File: src/rtl/master_out_port.sv
// master_out_port: serializes a parallel request onto rx_address/rx_data of slave_in_port.
// Optional multi-beat write bursts are compiled in when BURST_EN is defined.
`timescale 1ns/1ps
module master_out_port #(
    parameter int ADDR_W  = 12,
    parameter int DATA_W  = 8,
    parameter int BURST_W = 12
) (
    input  logic               clk,
    input  logic               rstn,
    input  logic               req_valid,
    output logic               req_ready,
    input  logic               req_write,
    input  logic [ADDR_W-1:0]  req_addr,
    input  logic [DATA_W-1:0]  req_data,
`ifdef BURST_EN
    input  logic [BURST_W-1:0] req_burst,
    input  logic               beat_valid,
    input  logic [DATA_W-1:0]  beat_data,
    output logic               beat_ready,
`endif
    input  logic               s_ready,
    output logic               m_valid,
    output logic               write_enable,
    output logic               read_enable,
    output logic               tx_address,
    output logic               tx_data,
    output logic               tx_done
);

    localparam int MAX_W = (ADDR_W > DATA_W) ? ADDR_W : DATA_W;
    localparam int CNT_W = (MAX_W > 1) ? $clog2(MAX_W) : 1;
    localparam logic [CNT_W-1:0] ADDR_LAST = CNT_W'(ADDR_W - 1);
    localparam logic [CNT_W-1:0] DATA_LAST = CNT_W'(DATA_W - 1);

    typedef enum logic [2:0] {
        IDLE, WAIT, ADDR, DATA, STALL, DONE
    } state_t;

    state_t             state, nxt_state;
    logic [CNT_W-1:0]   cnt, nxt_cnt;
    logic [ADDR_W-1:0]  addr_q, nxt_addr;
    logic [DATA_W-1:0]  data_q, nxt_data;
    logic               wr_q, nxt_wr;
    logic [BURST_W-1:0] beats_q, nxt_beats;
    logic               ld, last;

    logic               bv;
    logic [DATA_W-1:0]  bd;
    logic [BURST_W-1:0] burst_in;

`ifdef BURST_EN
    assign bv       = beat_valid;
    assign bd       = beat_data;
    assign burst_in = req_burst;
`else
    assign bv       = 1'b0;
    assign bd       = '0;
    assign burst_in = '0;
`endif

    logic [ADDR_W-1:0] addr_sh;
    logic [DATA_W-1:0] data_sh;
    logic req_ready_d, m_valid_d, we_d, re_d;
    logic ta_d, td_d, done_d, first;

    // State and datapath registers
    always_ff @(posedge clk or negedge rstn) begin
        if (!rstn) begin
            state   <= IDLE;
            cnt     <= '0;
            addr_q  <= '0;
            data_q  <= '0;
            wr_q    <= 1'b0;
            beats_q <= '0;
        end else begin
            state   <= nxt_state;
            cnt     <= nxt_cnt;
            addr_q  <= nxt_addr;
            data_q  <= nxt_data;
            wr_q    <= nxt_wr;
            beats_q <= nxt_beats;
        end
    end

    // Next state: accept, wait for slave, shift address then any burst bytes
    always_comb begin
        nxt_state = state;
        nxt_cnt   = cnt;
        nxt_addr  = addr_q;
        nxt_data  = data_q;
        nxt_wr    = wr_q;
        nxt_beats = beats_q;
        ld        = 1'b0;
        last      = 1'b0;
        unique case (state)
            IDLE: begin
                if (req_valid) begin
                    nxt_addr  = req_addr;
                    nxt_data  = req_data;
                    nxt_wr    = req_write;
                    nxt_beats = burst_in;
                    nxt_cnt   = '0;
                    nxt_state = WAIT;
                end
            end
            WAIT: begin
                if (s_ready) begin
                    nxt_cnt   = '0;
                    nxt_state = ADDR;
                end
            end
            ADDR: begin
                if (cnt == ADDR_LAST) last = 1'b1;
                else nxt_cnt = cnt + 1'b1;
            end
            DATA: begin
                if (cnt == DATA_LAST) last = 1'b1;
                else nxt_cnt = cnt + 1'b1;
            end
            STALL: begin
                if (bv) begin
                    ld        = 1'b1;
                    nxt_state = DATA;
                end
            end
            DONE: nxt_state = IDLE;
            default: nxt_state = IDLE;
        endcase
        // end of a bit run: fetch another byte, stall for it, or finish
        if (last) begin
            nxt_cnt = '0;
            if (wr_q && (beats_q != '0)) begin
                if (bv) begin
                    ld        = 1'b1;
                    nxt_state = DATA;
                end else begin
                    nxt_state = STALL;
                end
            end else begin
                nxt_state = DONE;
            end
        end
        if (ld) begin
            nxt_data  = bd;
            nxt_beats = beats_q - 1'b1;
        end
    end

    // Output values for the coming cycle, derived from the next state
    always_comb begin
        addr_sh     = nxt_addr << nxt_cnt;
        data_sh     = nxt_data << nxt_cnt;
        req_ready_d = (nxt_state == IDLE);
        m_valid_d   = (nxt_state == ADDR) || (nxt_state == DATA);
        first       = (nxt_state == ADDR) && (nxt_cnt == '0);
        we_d        = first && nxt_wr;
        re_d        = first && !nxt_wr;
        ta_d        = (nxt_state == ADDR) && addr_sh[ADDR_W-1];
        td_d        = (((nxt_state == ADDR) && nxt_wr && (nxt_cnt <= DATA_LAST))
                      || (nxt_state == DATA)) && data_sh[DATA_W-1];
        done_d      = (nxt_state == DONE);
    end

    // Registered outputs
    always_ff @(posedge clk or negedge rstn) begin
        if (!rstn) begin
            req_ready    <= 1'b1;
            m_valid      <= 1'b0;
            write_enable <= 1'b0;
            read_enable  <= 1'b0;
            tx_address   <= 1'b0;
            tx_data      <= 1'b0;
            tx_done      <= 1'b0;
`ifdef BURST_EN
            beat_ready   <= 1'b0;
`endif
        end else begin
            req_ready    <= req_ready_d;
            m_valid      <= m_valid_d;
            write_enable <= we_d;
            read_enable  <= re_d;
            tx_address   <= ta_d;
            tx_data      <= td_d;
            tx_done      <= done_d;
`ifdef BURST_EN
            beat_ready   <= ld;
`endif
        end
    end

endmodule

File: config.mk
export PLATFORM = sky130hd
export DESIGN_NAME = master_out_port
export DESIGN_NICKNAME = d
export VERILOG_FILES = /design/src/rtl/master_out_port.sv
export SDC_FILE = /design/constraint.sdc
export NUM_CORES = 1
export LEC_CHECK = 0
export CAP_MARGIN = 20
export CORE_MARGIN = 8
export CORE_UTILIZATION = 46
export CTS_CLUSTER_DIAMETER = 100
export CTS_CLUSTER_SIZE = 12
export DETAILED_ROUTE_END_ITERATION = 6
export GPL_ROUTABILITY_DRIVEN = 0
export MAX_ROUTING_LAYER = met4
export PLACE_DENSITY_LB_ADDON = 0.1
export RECOVER_POWER = 50
export REMOVE_ABC_BUFFERS = 1
export SLEW_MARGIN = 20
export SYNTH_ARGS = -nofsm -noshare
export SYNTH_HDL_FRONTEND = slang
export SYNTH_SLANG_ARGS = --single-unit
File: constraint.sdc
create_clock -name clk -period 2.2 [get_ports clk]
set_clock_uncertainty 0.05 [all_clocks]
set_input_delay 0.44 -clock clk [delete_from_list [all_inputs] [get_ports clk]]
set_output_delay 0.44 -clock clk [all_outputs]
set_load 0.03 [all_outputs]
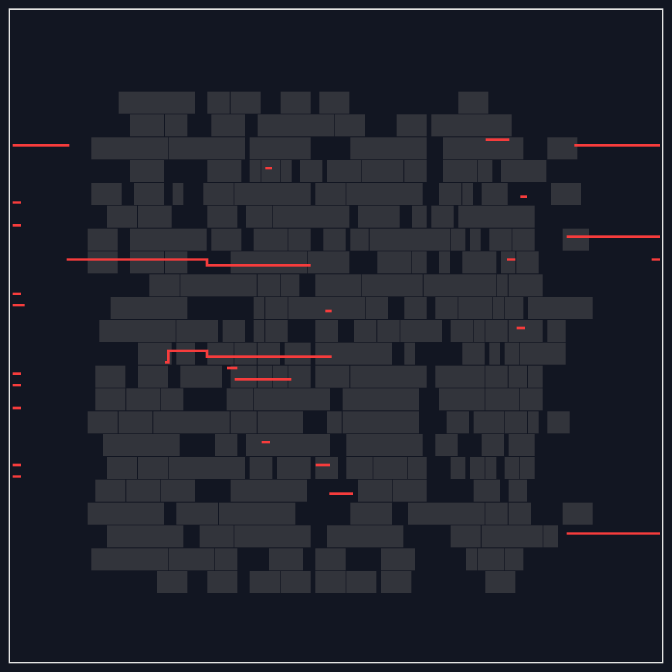
*The metal 3 layer, run 1*
Cells faint in the background.
- main direction: horizontal
- share of all routed wire: 2.5%
- wire length on this layer: 113 microns
- nets with wire on the layer: 21
- longest straight run: 16.6 microns

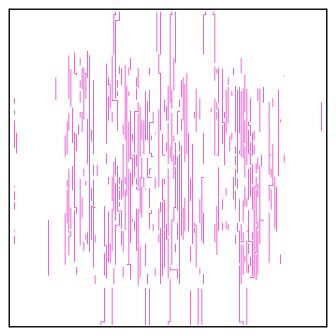
*The metal 2 layer, run 1*
- nets with wire on the layer: 214
- longest straight run: 48.3 microns

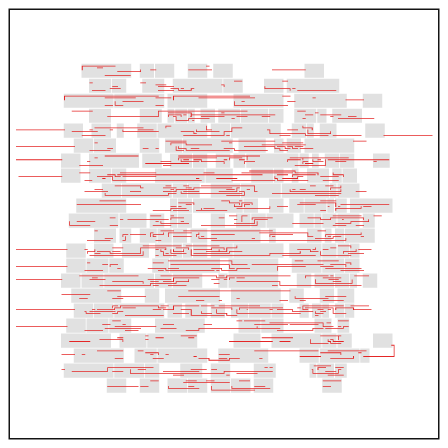
*The metal 1 layer, run 1*
Cells faint in the background.
- longest straight run: 26.2 microns
- share of all routed wire: 44%
- main direction: horizontal
- nets with wire on the layer: 227
met1 Usage GRT: 17.1%
final WL: 4.52 mm
routed via count: 1,417

==> notes.md, run 1 <==
fresh numbers from the pnr run: Pleak 1.14 nW, Post-synth ARST share 100%, Wirelength per Cell 17.1 microns, largest net degree at the start of global routing 36, Commonest cells post-synth dfrtp_1, mux2_2, nor2_1, mux2i_1, a21oi_1, outcome completed, final slew viol count 0, most frequent cell after synthesis dfrtp_1, Max FO, Critical Path 4, Fmax 0.464 GHz, Area Growth Syn to Fin 48.2%, Cell Rows 22, clk sinks 35, syn_area_per_cell 12.1 sq um, Tmin final 2.16 ns, maximum clock path buffer count 2, DRC Markers 0, DIE HEIGHT 77.7 microns, Die Area 6030 sq um, Worst R2R Start cnt[1], Logic pwr share 59.4%, 1st-pass router iterations 4
## run 1: final cells by class
class                   count  share of cell area, %
repair buffers             70                   25.3
multi-input cells          98                   33.9
clock buffers               8                   3.86
well taps                  48                   2.32
inverters                   5                  0.724
flip-flops and latches     35                   33.9
## run 1: worst max-delay path by stage
stage | startpoint | endpoint | slack (ns) | cells past startpoint
after detailed placement | req_valid | tx_address | -0.35 | 8
final | cnt[1] | tx_address | 0.04 | 8
after global routing | state[0] | tx_data | -0.02 | 8
after CTS | s_ready | tx_address | 0.006 | 8
after global placement | req_valid | tx_address | -0.33 | 8
after floorplan | state[2] | tx_address | -0.84 | 6
## run 1: stage by stage
| step | power, W | instance area [sq um] | cells | worst slack (ns) | utilization (%) |
|---|---|---|---|---|---|
| after global routing | 0.00411 | 2590 | 264 | -0.0171 | 70.8 |
| after detailed placement | 0.00295 | 2270 | 241 | -0.355 | 62.0 |
| after floorplan | 0.00223 | 1700 | 138 | -0.840 | - |
| after CTS | 0.00351 | 2430 | 252 | 0.00556 | 66.4 |
| after global placement | 0.00289 | 2270 | 241 | -0.326 | 62.0 |
| final | 0.00387 | 2590 | 264 | 0.0444 | 70.8 |
## run 1: power groups by stage
stage | Sequential [W] | Combinational [W] | Clock [W]
6_report | 0.00106 | 0.00230 | 0.000509
5_1_grt | 0.00110 | 0.00247 | 0.000535
4_1_cts | 0.00107 | 0.00193 | 0.000509
3_5_place_dp | 0.00108 | 0.00187 | 0
3_3_place_gp | 0.00106 | 0.00183 | 0
2_1_floorplan | 0.00115 | 0.00109 | 0
## run 1: flip-flops by register name, indices dropped and copies added (netlist names)
name and flops:
tx_done 1, read_enable 1, wr_q 1, tx_data 1
tx_address 1, state 3, cnt 4, addr_q 12
data_q 8, req_ready 1, m_valid 1, write_enable 1
## run 1: layout by cell type (no fill, tap or decap), types with 2 or more instances in the layout
master / instances
nor2b_1: 4
clkdlybuf4s50_1: 29
nor2_1: 7
dfrtp_1: 32
nand2_1: 3
buf_6: 3
nand3_1: 3
a21oi_1: 6
nor3_1: 3
inv_1: 4
o221ai_1: 2
buf_4: 32
mux2_2: 20
buf_12: 2
o21ai_0: 2
and2_1: 2
mux2i_1: 6
dfrtp_2: 2
a21o_1: 5
clkbuf_8: 7
o211ai_1: 3
mux2_4: 3
## run 1: cell families after synthesis
kind of cell               Yosys count  share of synthesized area [%]
AOI/OAI and AO/OA                   31                           14.2
and+or+nand+nor                     36                           12.0
muxes                               30                           18.8
DFF                                 35                           50.1
adders and majority gates            1                          0.715
buffers and inverters               12                           4.08
## run 1: layer usage
layer	wire, microns	track usage (%)	up-vias
met5	0	-	-
met4	97	6.04	0
met3	112	3.80	11
met2	2320	24.8	30
met1	1990	17.1	706
li1	-	-	670
## run 1: repair_timing
action	4_1_cts	5_1_grt
buffers inserted	2	12
pin swaps	3	15
hold buffers	0	0
setup endpoints to repair	2	3
gates resized	6	20
cloned	1	0
==> run 1 -> run 2 <==
CTS_CLUSTER_SIZE = 24   (was 12)
==> notes.md, run 2 <==
fresh numbers from the pnr run: outcome completed, post-DP HPWL 3.14 mm, largest net degree at the start of global routing 36 (unchanged), Final Hold Viols 0, Pleak 1.14 nW (unchanged), crit path capture type flop, 1st-pass router iterations 4 (unchanged), Area Growth Syn to Fin 48.2% (unchanged), final WL 4.52 mm (unchanged), Yosys reg bits 35, Tmin final 2.16 ns (unchanged), largest registers addr_q x12, data_q x8, cnt x4, most frequent cells in the layout dfrtp_1, buf_4, clkdlybuf4s50_1, mux2_2, vias in the first global route 1,484, largest reg by FF count addr_q, Post-synth ARST share 100% (unchanged), routed via count 1,417 (unchanged), most frequent cell after synthesis dfrtp_1, OpenROAD warning count 26, kind of critical path reg -> reg, DIE HEIGHT 77.7 microns (unchanged), final slew viol count 0 (unchanged), Max FO, Critical Path 4 (unchanged), Worst EP arrival 2.32 ns, DRC Markers 0 (unchanged), dpl ws -0.355 ns (unchanged), Cell Rows 22 (unchanged), Fmax 0.464 GHz (unchanged), post-route setup slack 0.0444 ns (unchanged), clk sinks 35 (unchanged), maximum clock path buffer count 2 (unchanged), pwr dens 1490 nW/um^2, yosys warns 0, cell type with the largest total area after synthesis dfrtp_1, part of the cycle the worst path needs 98.0%, area reported by Yosys stat 1750 sq um, syn_area_per_cell 12.1 sq um (unchanged), Post-synth top flop dfrtp_1, Commonest cells post-synth dfrtp_1, mux2_2, nor2_1, mux2i_1, a21oi_1, Die Area 6030 sq um (unchanged), die span in x 77.7 microns, Largest register FFs 12 (unchanged), unrepaired setup endpoints after global routing yes
==> run 2: cell counts after synthesis <==
Identical to the previous run, type by type.
==> run 2: critical path, cell delays in order (launching register included) <==
cell,delay [ns]
dfrtp_1,0.39
ha_2,0.20
and4b_1,0.21
buf_4,0.13
or4_4,0.41
o21a_4,0.16
a31o_1,0.25
o311ai_1,0.09
and4_1,0.21
==> run 2: worst paths after layout <==
kind / from / endpoint / slack (ns) / depth (start not counted)
setup / recovery: cnt[1] / tx_address / 0.04 / 8
min in group asynchronous: rstn / addr_q[5] / 0.76 / 2
max in group asynchronous: rstn / state[0] / 0.76 / 2
hold reg to reg: addr_q[3] / addr_q[3] / 0.45 / 1
hold / removal: addr_q[3] / addr_q[3] / 0.45 / 1
setup reg to reg: cnt[1] / tx_address / 0.04 / 8
==> run 2: power by group <==
part	total [W]	internal [W]	switching [W]
Combinational	0.00230	0.00122	0.00108
Sequential	0.00106	0.000943	0.000120
Clock	0.000509	0.000286	0.000223
Total	0.00387	0.00245	0.00142
==> run 2: stage by stage <==
step           cell area [sq um]  total power (W)  cells  TNS (ns)  hold slack [ns]
2_1_floorplan               1700          0.00223    138     -6.59           0.0944
3_3_place_gp                2270          0.00289    241    -0.755            0.430
3_5_place_dp                2270          0.00295    241     -1.05            0.439
4_1_cts                     2430          0.00351    252         0            0.454
5_1_grt                     2590          0.00411    264   -0.0260            0.464
6_report                    2590          0.00387    264         0            0.448
==> run 2: layout make-up <==
type                            count  share of cell area, %
Clock buffer                        8                   3.86
Inverter                            5                  0.724
Multi-Input combinational cell     98                   33.9
Sequential cell                    35                   33.9
Tap cell                           48                   2.32
Timing Repair Buffer               70                   25.3
==> run 2: layer usage <==
metal	GRT usage, %	vias up	share of wire, %
met1	17.1	706	44
met4	6.04	0	2.1
met5	-	-	0
met2	24.8	30	51
li1	-	670	-
met3	3.80	11	2.5
==> run 2: cell families (layout without fill, tap and decap cells) <==
| group | after synthesis | count (layout) | share of synthesized area (%) |
|---|---|---|---|
| compound gates | 31 | 31 | 14.2 |
| fa+ha+maj | 1 | 1 | 0.715 |
| buf+inv | 12 | 83 | 4.08 |
| flops | 35 | 35 | 50.1 |
| mux | 30 | 30 | 18.8 |
| simple gates | 36 | 36 | 12.0 |
==> run 2: timing repair <==
| action | CTS | global route |
|---|---|---|
| gates cloned | 1 | 0 |
| hold buffers | 0 | 0 |
| setup buffers | 2 | 12 |
| resized | 6 | 20 |
| setup endpoints to repair | 2 | 3 |
| pin swaps | 3 | 15 |
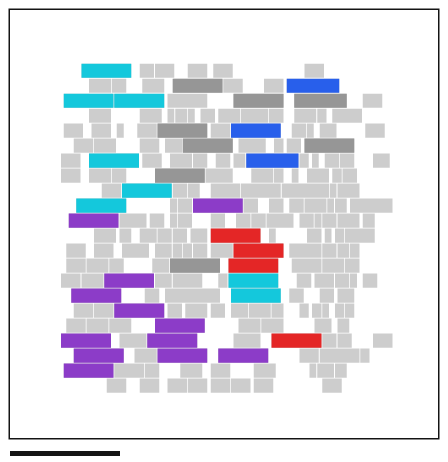
*Sequential cells grouped by signal name, run 2*
Scale bar: 20 microns. Other sequential cells in the stronger gray, the rest of the logic in the fainter gray.
- red: `cnt` (flops 4; where middle)
- cyan: `data_q` (flops 8)
- purple: `addr_q` (flops 12)
- blue: `state` (flops 3)
- not colored: 8
sequential share of cell area: 33.9%
final core utilization: 70.8%

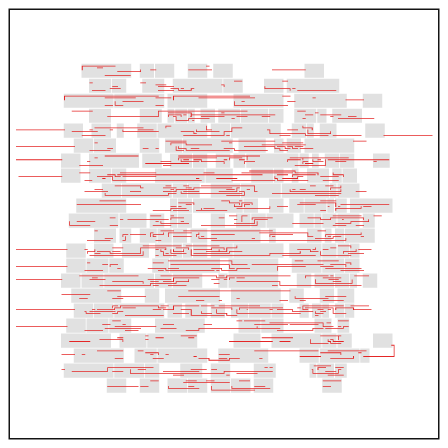
*The metal 1 layer, run 2*
Cells faint in the background.
- longest straight run: 26.2 microns
- share of all routed wire: 44%
- nets with wire on the layer: 227
- wire length on this layer: 1,990 microns
- main direction: horizontal

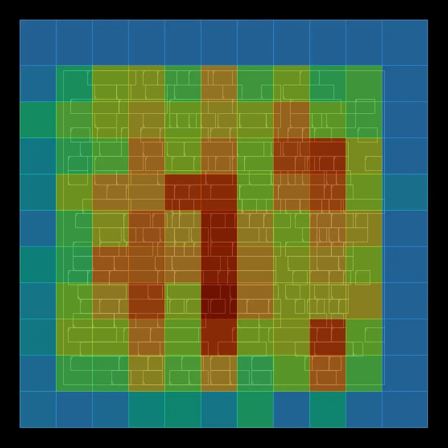
*Routing congestion, run 2*
All-Layer GR Usage: 15.1%
met2 GRT Util: 24.8%
grt peak-use layer: met2
Wirelength per Cell: 17.1 microns

Power is estimated from default activity; no workload was simulated.
